===== src/rtl/uart_pkg.sv =====
// Shared types and constants for the UART TX arbiter slice.
//   arb_state_t      : arbiter FSM states
//   uart_hdr_t       : one header byte on the UART link
//   HDR_BASE_DEFAULT : default header base; client ID is OR-ed into its low bits
package uart_pkg;

   typedef enum logic [1:0] {
      IDLE   = 2'd0,
      HEADER = 2'd1,
      DATA   = 2'd2
   } arb_state_t;

   typedef logic [7:0] uart_hdr_t;

   localparam uart_hdr_t HDR_BASE_DEFAULT = 8'hA0;

endpackage


===== src/rtl/uart_tx_arbiter_if.sv =====
// Client byte-stream bundle plus the UART TX FIFO write port.
//   i_req_valid/i_req_data/i_req_last : client byte offers (client k at [k*DataLength +: DataLength])
//   o_req_ready                       : byte accepted this cycle
//   o_tx_data/o_tx_req                : UART FIFO write
//   i_tx_rdy                          : UART FIFO not full
// slave  = arbiter side, master = client/UART side.
interface uart_tx_arbiter_if #(
   parameter int unsigned NumRequesters = 4,
   parameter int unsigned DataLength    = 8
);
   logic [NumRequesters-1:0]            i_req_valid;
   logic [NumRequesters*DataLength-1:0] i_req_data;
   logic [NumRequesters-1:0]            i_req_last;
   logic [NumRequesters-1:0]            o_req_ready;
   logic [DataLength-1:0]               o_tx_data;
   logic                                o_tx_req;
   logic                                i_tx_rdy;

   modport slave (
      input  i_req_valid, i_req_data, i_req_last, i_tx_rdy,
      output o_req_ready, o_tx_data, o_tx_req
   );

   modport master (
      output i_req_valid, i_req_data, i_req_last, i_tx_rdy,
      input  o_req_ready, o_tx_data, o_tx_req
   );
endinterface


===== src/rtl/rr_arbiter.sv =====
// Combinational round-robin pick.
//   i_req        : request vector
//   i_last_grant : previous winner; search starts one above it, with wrap
//   o_idx        : chosen client (0 when none)
//   o_any        : at least one request present
module rr_arbiter #(
   parameter int unsigned NumRequesters = 4,
   localparam int unsigned IdW = $clog2(NumRequesters)
) (
   input  logic [NumRequesters-1:0] i_req,
   input  logic [IdW-1:0]           i_last_grant,
   output logic [IdW-1:0]           o_idx,
   output logic                     o_any
);
   import uart_pkg::*;

   logic [2*NumRequesters-1:0] w_dbl;

   always_comb begin
      // Doubling the vector and shifting by last+1 puts the search start at bit 0, so wrap-around
      // becomes a plain low-to-high scan.
      w_dbl = {i_req, i_req} >> (32'(i_last_grant) + 32'd1);
      o_idx = '0;
      o_any = 1'b0;
      for (int unsigned j = 0; j < NumRequesters; j++) begin
         if (!o_any && w_dbl[j]) begin
            o_any = 1'b1;
            o_idx = IdW'((32'(i_last_grant) + 32'd1 + j) % NumRequesters);
         end
      end
   end

endmodule


===== src/rtl/uart_tx_arbiter.sv =====
// Shares the UART TX FIFO write port among NumRequesters byte-stream clients,
// round-robin at packet granularity, with an optional client-ID header byte.
//   i_clk, i_rst_n : clock, asynchronous active-low reset
//   bus            : client offers and UART FIFO write port (slave side)
//   o_grant_id     : current owner, valid while o_busy
//   o_busy         : grant active (HEADER or DATA)
//   o_split        : one-cycle pulse after a packet is cut at MaxPacketLen
module uart_tx_arbiter
   import uart_pkg::*;
#(
   parameter int unsigned NumRequesters = 4,
   parameter int unsigned DataLength    = 8,
   parameter bit          HeaderEn      = 1'b1,
   parameter uart_hdr_t   HeaderBase    = HDR_BASE_DEFAULT,
   parameter int unsigned MaxPacketLen  = 64
) (
   input  logic                             i_clk,
   input  logic                             i_rst_n,
   uart_tx_arbiter_if.slave                 bus,
   output logic [$clog2(NumRequesters)-1:0] o_grant_id,
   output logic                             o_busy,
   output logic                             o_split
);
   localparam int unsigned IdW  = $clog2(NumRequesters);
   localparam int unsigned CntW = $clog2(MaxPacketLen + 1);

   arb_state_t            r_state;
   logic [IdW-1:0]        r_grant_id;
   logic [IdW-1:0]        r_last_grant;
   logic [CntW-1:0]       r_cnt;
   logic                  r_busy;
   logic                  r_split;

   logic [IdW-1:0]        w_pick;
   logic                  w_any;
   logic                  w_valid;
   logic                  w_last;
   logic                  w_xfer;
   logic [DataLength-1:0] w_data;
   uart_hdr_t             w_hdr;

   rr_arbiter #(.NumRequesters(NumRequesters)) u_rr (
      .i_req        (bus.i_req_valid),
      .i_last_grant (r_last_grant),
      .o_idx        (w_pick),
      .o_any        (w_any)
   );

   // Owner's lane selected by compare rather than a variable part-select.
   always_comb begin
      w_valid = 1'b0;
      w_last  = 1'b0;
      w_data  = '0;
      for (int unsigned k = 0; k < NumRequesters; k++) begin
         if (IdW'(k) == r_grant_id) begin
            w_valid = bus.i_req_valid[k];
            w_last  = bus.i_req_last[k];
            w_data  = bus.i_req_data[k*DataLength +: DataLength];
         end
      end
   end

   assign w_hdr  = HeaderBase | uart_hdr_t'(r_grant_id);
   assign w_xfer = (r_state == DATA) && w_valid && bus.i_tx_rdy;

   always_comb begin
      bus.o_req_ready = '0;
      bus.o_tx_req    = 1'b0;
      bus.o_tx_data   = '0;
      unique case (r_state)
         HEADER: begin
            bus.o_tx_req  = bus.i_tx_rdy;
            bus.o_tx_data = DataLength'(w_hdr);
         end
         DATA: begin
            bus.o_tx_req  = w_xfer;
            bus.o_tx_data = w_data;
            for (int unsigned k = 0; k < NumRequesters; k++) begin
               bus.o_req_ready[k] = (IdW'(k) == r_grant_id) && bus.i_tx_rdy;
            end
         end
         default: ;
      endcase
   end

   always_ff @(posedge i_clk or negedge i_rst_n) begin
      if (!i_rst_n) begin
         r_state      <= IDLE;
         r_grant_id   <= '0;
         r_last_grant <= IdW'(NumRequesters - 1);
         r_cnt        <= '0;
         r_busy       <= 1'b0;
         r_split      <= 1'b0;
      end else begin
         r_split <= 1'b0;
         unique case (r_state)
            IDLE: begin
               if (w_any) begin
                  r_grant_id   <= w_pick;
                  r_last_grant <= w_pick;
                  r_cnt        <= '0;
                  r_busy       <= 1'b1;
                  r_state      <= HeaderEn ? HEADER : DATA;
               end
            end
            HEADER: begin
               if (bus.i_tx_rdy) r_state <= DATA;
            end
            DATA: begin
               if (w_xfer) begin
                  r_cnt <= r_cnt + CntW'(1);
                  if (w_last) begin
                     r_state <= IDLE;
                     r_busy  <= 1'b0;
                  end else if (r_cnt == CntW'(MaxPacketLen - 1)) begin
                     r_state <= IDLE;
                     r_busy  <= 1'b0;
                     r_split <= 1'b1;
                  end
               end
            end
            default: begin
               r_state <= IDLE;
               r_busy  <= 1'b0;
            end
         endcase
      end
   end

   assign o_grant_id = r_grant_id;
   assign o_busy     = r_busy;
   assign o_split    = r_split;

endmodule


===== src/flat_wrapper.sv =====
// flat-port wrapper written by rule: the top's interface ports become plain ports
module uart_tx_arbiter_flat import uart_pkg::*;
#(
   parameter int unsigned NumRequesters = 4,
   parameter int unsigned DataLength    = 8,
   parameter bit          HeaderEn      = 1'b1,
   parameter uart_hdr_t   HeaderBase    = HDR_BASE_DEFAULT,
   parameter int unsigned MaxPacketLen  = 64
)
  (i_clk, i_rst_n, o_grant_id, o_busy, o_split, bus_i_req_valid, bus_i_req_data, bus_i_req_last, bus_i_tx_rdy, bus_o_req_ready, bus_o_tx_data, bus_o_tx_req);
  uart_tx_arbiter_if #(.NumRequesters(NumRequesters), .DataLength(DataLength)) bus_i ();
  input  logic i_clk;
  input  logic i_rst_n;
  output logic [$clog2(NumRequesters)-1:0] o_grant_id;
  output logic o_busy;
  output logic o_split;
  input wire logic [$bits(bus_i.i_req_valid)-1:0] bus_i_req_valid;
  input wire logic [$bits(bus_i.i_req_data)-1:0] bus_i_req_data;
  input wire logic [$bits(bus_i.i_req_last)-1:0] bus_i_req_last;
  input wire logic [$bits(bus_i.i_tx_rdy)-1:0] bus_i_tx_rdy;
  output wire logic [$bits(bus_i.o_req_ready)-1:0] bus_o_req_ready;
  output wire logic [$bits(bus_i.o_tx_data)-1:0] bus_o_tx_data;
  output wire logic [$bits(bus_i.o_tx_req)-1:0] bus_o_tx_req;
  assign bus_i.i_req_valid = bus_i_req_valid;
  assign bus_i.i_req_data = bus_i_req_data;
  assign bus_i.i_req_last = bus_i_req_last;
  assign bus_i.i_tx_rdy = bus_i_tx_rdy;
  assign bus_o_req_ready = bus_i.o_req_ready;
  assign bus_o_tx_data = bus_i.o_tx_data;
  assign bus_o_tx_req = bus_i.o_tx_req;
  uart_tx_arbiter #(.NumRequesters(NumRequesters), .DataLength(DataLength), .HeaderEn(HeaderEn), .HeaderBase(HeaderBase), .MaxPacketLen(MaxPacketLen)) u_core (.i_clk(i_clk), .i_rst_n(i_rst_n), .bus(bus_i), .o_grant_id(o_grant_id), .o_busy(o_busy), .o_split(o_split));
endmodule

===== config.mk =====
export PLATFORM = sky130hd
export DESIGN_NAME = uart_tx_arbiter_flat
export DESIGN_NICKNAME = d
export VERILOG_FILES = /design/src/rtl/uart_pkg.sv /design/src/rtl/uart_tx_arbiter_if.sv /design/src/rtl/rr_arbiter.sv /design/src/rtl/uart_tx_arbiter.sv /design/src/flat_wrapper.sv
export SDC_FILE = /design/constraint.sdc
export NUM_CORES = 1
export LEC_CHECK = 0
export CORE_MARGIN = 3
export CORE_UTILIZATION = 37
export CTS_CLUSTER_SIZE = 14
export DETAILED_ROUTE_END_ITERATION = 8
export PLACE_DENSITY = 0.87
export SETUP_SLACK_MARGIN = 0.05
export SLEW_MARGIN = 20
export SYNTH_ARGS = -nofsm -noshare
export SYNTH_HDL_FRONTEND = slang
export SYNTH_SLANG_ARGS = --single-unit

===== constraint.sdc =====
create_clock -name i_clk -period 1.8 [get_ports i_clk]
set_input_delay 0.45 -clock i_clk [delete_from_list [all_inputs] [get_ports i_clk]]
set_output_delay 0.45 -clock i_clk [all_outputs]
set_load 0.01 [all_outputs]

==> flow_summary.json, run 1 <==
{
  "crit_type": "register to output port",
  "largest_area_cell": "dfrtp_1",
  "cts_buffers": 3,
  "simple_gate_area_share_pct": 21.8,
  "final_max_slew_viol_count": 0,
  "vias_per_cell": 5.78,
  "crit_chain": "clkbuf_16 > buf_6 > mux2i_4 > o22a_1 > a21boi_1 > buf_2",
  "wl_met3_um": 366,
  "wl_per_cell_um": 20.4,
  "clock_buffers": 4,
  "comb_share_pct": 41.0,
  "regMostFlops": "u_core.r_cnt",
  "r2r_slack_ns": -0.30,
  "synth-seq-area-share_pct": 29.2,
  "cap_viol_max_count": 0,
  "ys_sh_xor_pct": 0,
  "place_area_um2": 2160,
  "clk_pin_slew_ns": 0.10,
  "grt_antenna_before_repair": 0,
  "clkLatencyLatePin_ns": 0.29,
  "rr_endpoint": "u_core.r_state[1]",
  "top_cells_by_count": "dfrtp_1 (13), nand2_1 (13), nor2_1 (13)",
  "max_freq_ghz": 0.461,
  "grt_start_max_net_pins": 16,
  "cellInternalPower_w": 0.00199,
  "p_seq_w": 0.000566,
  "yosys-stat-area_um2": 1290,
  "htreeDepth": 1,
  "synth-edff-count": 0,
  "yosys.area_share.aoi_pct": 22.8,
  "violations": "setup timing",
  "clock_skew_ns": 0.00846,
  "final_cell_mix": "clkdlybuf4s50_1 (39), buf_4 (33), buf_6 (17)",
  "vdd_drop_max_v": 0.00105,
  "track_usage_pct": 23.7,
  "status": "finished, violations left",
  "comb.multi_input.count": 117,
  "path_max_fanout": 4,
  "synth_area_um2": 1290,
  "worst_slack_ns": -0.367,
  "holdBufCountCts": 0,
  "clock_power_w": 0.000200,
  "fillers": 204,
  "grt_pass1_vias": 1613,
  "layout.nonclk_buf_share_pct": 39.7,
  "nNetsFinal": 298,
  "cts_tree": "yes",
  "finalHoldViolations": 0,
  "regArea_um2": 379,
  "floorplan.core_util_pct": 40.4,
  "syn_to_final_growth_pct": 94.9,
  "crit_cells": 6,
  "instances_no_fill": 293,
  "met2_length_um": 3200,
  "place_congestion": 0.823,
  "place_hpwl_um": 3290,
  "gr-usage-met2_pct": 44.0,
  "tap_cells": 44,
  "tns_ns": -4.52,
  "via_count": 1695,
  "busiest_layer": "met2",
  "fin_hold_ws_ns": 0.468,
  "synthFlopType": "dfrtp_1",
  "cp-end-kind": "output port",
  "syn_nets": 193,
  "seq_power_share_pct": 16.5,
  "cp_data_required_time_ns": 1.35,
  "root_buffer": "clkbuf_4",
  "total_power_w": 0.00343,
  "combPwrFrac_pct": 77.7,
  "n_antenna_cell": 0,
  "clock-sinks": 15,
  "place.port_buffers": 59,
  "final_area_um2": 2520,
  "ys_types": 42,
  "clk_share_pct": 1.04,
  "dominant_cells": "logic gates",
  "dr.pass1.iters": 4,
  "fin_crit_ns": 2.17,
  "worst_r2r_path_depth": 7,
  "gr-usage-met3_pct": 4.27,
  "m1WireLength_um": 2110,
  "clkPwrFrac_pct": 5.8,
  "largest_reg_flops": 7,
  "setup_viol_count_final": 23,
  "row_count": 20,
  "grt-ovfl-total": 0,
  "power_density_nw_per_um2": 1360,
  "logic_area_um2": 1030,
  "cpPeakStageDelay_ns": 0.44,
  "fa_ha_area_share_pct": 4.83,
  "ios": 60,
  "die_h_um": 65.2,
  "power.switching_w": 0.00144,
  "top_layer_used": "met4",
  "drive_above_1_share_pct": 44.2,
  "startpoint_type": "register",
  "drcViolationCount": 0,
  "cts_resized": 87,
  "top_cell_area_share_pct": 25.1,
  "critPathBufInv": 3,
  "wl_um": 5970,
  "die_w_um": 65.2,
  "slowest_stage": "dfrtp_2",
  "layout_top_cell": "clkdlybuf4s50_1",
  "die_area_um2": 4250
}
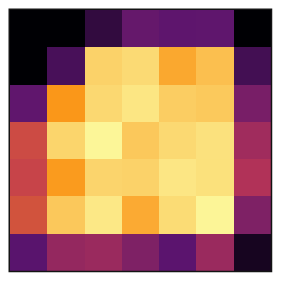
*Cell area per tile, run 1*
(4 px per µm) The die is cut into 7 by 7 equal tiles; black is low, pale yellow is high, 0 to 100% covered.
8.2% of the tiles are nearly empty. The emptiest ninth of the die: upper left. 49% of the tiles are over 75% full. The mean over all tiles is 58%. The densest ninth of the die: center.

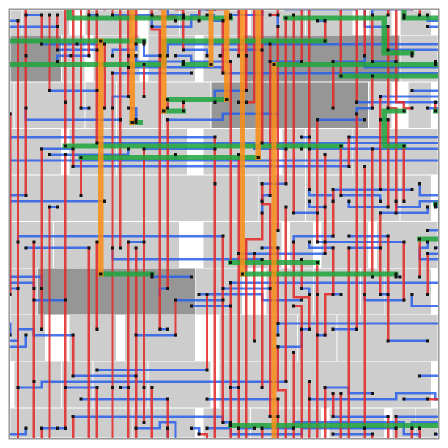
*Close-up of the layout, run 1*
Region (20, 20) to (45, 45) µm. Cells in gray, sequential cells in the stronger gray; small squares are vias.
Key: metal 3 = green; metal 1 = blue; metal 4 = orange; metal 2 = red
Most frequent: buf_4 (11), buf_6 (7), nand2_1 (4). 64 logic cells have their middle in the window. Sequential cells in the window: 3.

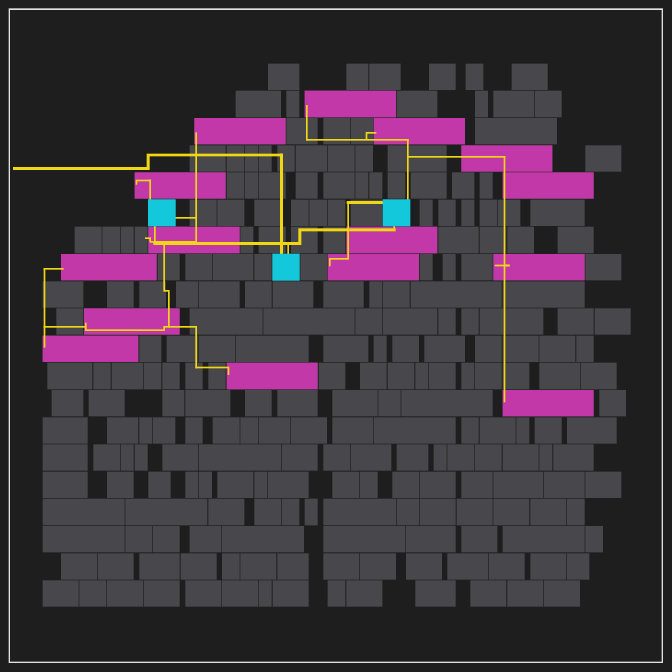
*Clock network drawn from the DEF, run 1*
(10 px per µm)
Key: clock drivers = cyan [count 3]; flip-flops = magenta [count 15]; clock wires = yellow [length 212 µm]
There are 4 routed clock nets.

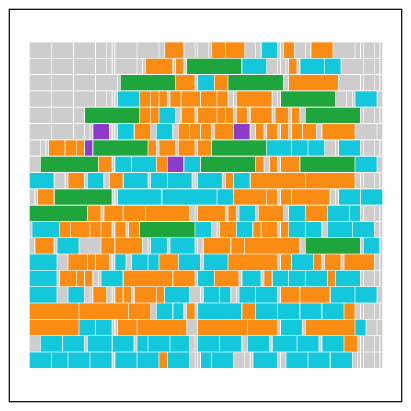
*Placement by cell class, run 1*
(6 px per µm) Fill, decap, tap and diode cells in gray.
Key: combinational and other logic = orange [cells 124, share of their area 43%]; remaining buffers and delay cells = cyan [cells 106, share of their area 41%]; clock drivers and dummy loads = purple [cells 4, share of their area 1.1%]; sequential cells = green [cells 15, share of their area 15%]

## Run 2: what changed since run 1
--- a/config.mk
+++ b/config.mk
@@ -10,6 +10,7 @@
 export CTS_CLUSTER_SIZE = 14
 export DETAILED_ROUTE_END_ITERATION = 8
 export PLACE_DENSITY = 0.87
+export RECOVER_POWER = 100
 export SETUP_SLACK_MARGIN = 0.05
 export SLEW_MARGIN = 20
 export SYNTH_ARGS = -nofsm -noshare
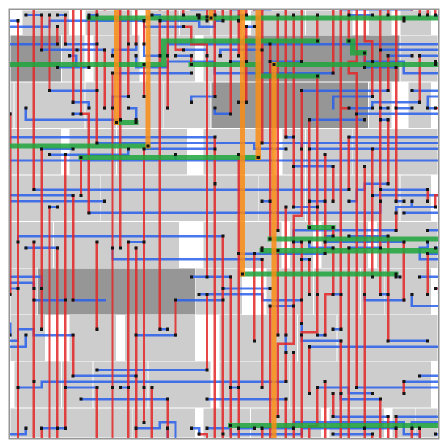
*Close-up of the layout, run 2*
Region (20, 20) to (45, 45) µm. Cells in gray, sequential cells in the stronger gray; small squares are vias.
Key: metal 1 = blue; metal 3 = green; metal 2 = red; metal 4 = orange
Sequential cells in the window: 3. Most frequent: buf_4 (11), buf_6 (7), nand2_1 (4). 64 logic cells have their middle in the window.

==> flow_summary.json, run 2 <==
{
  "cap_viol_max_count": 0,
  "clock_skew_ns": 0.0114,
  "wl_per_cell_um": 20.3,
  "top_layer_used": "met4",
  "logic_area_um2": 1030,
  "inverters": 7,
  "layout.nonclk_buf_share_pct": 39.3,
  "instances_no_fill": 293,
  "dr.pass1.iters": 7,
  "critPathBufInv": 3,
  "row_count": 20,
  "drcViolationCount": 0,
  "finalHoldViolations": 0,
  "grt_antenna_before_repair": 0,
  "rr_endpoint": "u_core.o_busy",
  "clkPwrFrac_pct": 5.9,
  "crit_chain": "clkbuf_16 > buf_6 > mux2i_4 > o22a_1 > a21boi_1 > buf_2",
  "crit_cells": 6,
  "ios": 60,
  "htreeDepth": 1,
  "cts_resized": 87,
  "die_w_um": 65.2,
  "largest_area_cell": "dfrtp_1",
  "simple_gate_area_share_pct": 21.8,
  "setup_viol_count_final": 23,
  "clk_share_pct": 1.05,
  "top_cells_by_count": "dfrtp_1 (13), nand2_1 (13), nor2_1 (13)",
  "status": "finished, violations left",
  "fin_hold_ws_ns": 0.513,
  "gr-usage-met3_pct": 4.27,
  "hold_end": "u_core.o_split",
  "p_seq_w": 0.000564,
  "r2r_slack_ns": -0.29,
  "layout_top_cell": "clkdlybuf4s50_1",
  "cp_top_family": "buffers and inverters",
  "final_area_um2": 2500,
  "top_cell_area_share_pct": 25.1,
  "cp-end-kind": "output port",
  "place.port_buffers": 59,
  "largest_reg_flops": 7,
  "syn_nets": 193,
  "cpPeakStageDelay_ns": 0.44,
  "track_usage_pct": 23.7,
  "cellInternalPower_w": 0.00197,
  "comb.multi_input.count": 117,
  "place_congestion": 0.823,
  "combPwrFrac_pct": 77.6,
  "clock_buffers": 4,
  "vias_per_cell": 5.76,
  "max_slew.worst_pin.slew_ns": 0.871,
  "power.switching_w": 0.00144,
  "busiest_layer": "met2",
  "seq_power_share_pct": 16.5,
  "fa_ha_area_share_pct": 4.83,
  "final_cell_mix": "clkdlybuf4s50_1 (36), buf_4 (30), buf_6 (17)",
  "regMostFlops": "u_core.r_cnt",
  "grt_pass1_vias": 1613,
  "synth_area_um2": 1290,
  "dominant_cells": "logic gates",
  "drive_above_1_share_pct": 43.4,
  "syn_to_final_growth_pct": 93.3,
  "top_cells_by_area": "dfrtp_1 (25%), mux4_2 (10%), ha_1 (4.8%), a21oi_1 (4.3%), dfstp_2 (4.1%)",
  "tap_cells": 44,
  "power_density_nw_per_um2": 1360,
  "worst_r2r_path_depth": 7,
  "slowest_stage": "dfrtp_2",
  "place_hpwl_um": 3290,
  "ys_types": 42,
  "vdd_drop_max_v": 0.00105,
  "m1WireLength_um": 2090,
  "n_antenna_cell": 0,
  "fin_crit_ns": 2.16,
  "violations": "setup timing",
  "ys_sh_xor_pct": 0,
  "gr-usage-met2_pct": 44.0,
  "cts_buffers": 3,
  "met2_length_um": 3230,
  "antenna_left": 0,
  "path_max_fanout": 4,
  "wl_um": 5960,
  "clk_pin_slew_ns": 0.10,
  "holdBufCountCts": 0,
  "die_h_um": 65.2,
  "synthFlopType": "dfrtp_1",
  "clock_power_w": 0.000200,
  "worst_slack_ns": -0.363,
  "cp_data_required_time_ns": 1.35,
  "grt-ovfl-total": 0,
  "yosys-stat-area_um2": 1290,
  "comb_share_pct": 41.2,
  "max_freq_ghz": 0.462,
  "final_max_slew_viol_count": 0,
  "grt_start_max_net_pins": 16,
  "clock-sinks": 15,
  "floorplan.core_util_pct": 40.4,
  "nNetsFinal": 298,
  "die_area_um2": 4250,
  "total_power_w": 0.00341,
  "synth-seq-area-share_pct": 29.2,
  "clkLatencyLatePin_ns": 0.29,
  "tns_ns": -4.43,
  "root_buffer": "clkbuf_4",
  "yosys.area_share.aoi_pct": 22.8,
  "wl_met3_um": 372,
  "via_count": 1689,
  "regArea_um2": 379,
  "crit_type": "register to output port",
  "fillers": 207,
  "synth-edff-count": 0,
  "cts_tree": "yes",
  "startpoint_type": "register",
  "place_area_um2": 2160
}
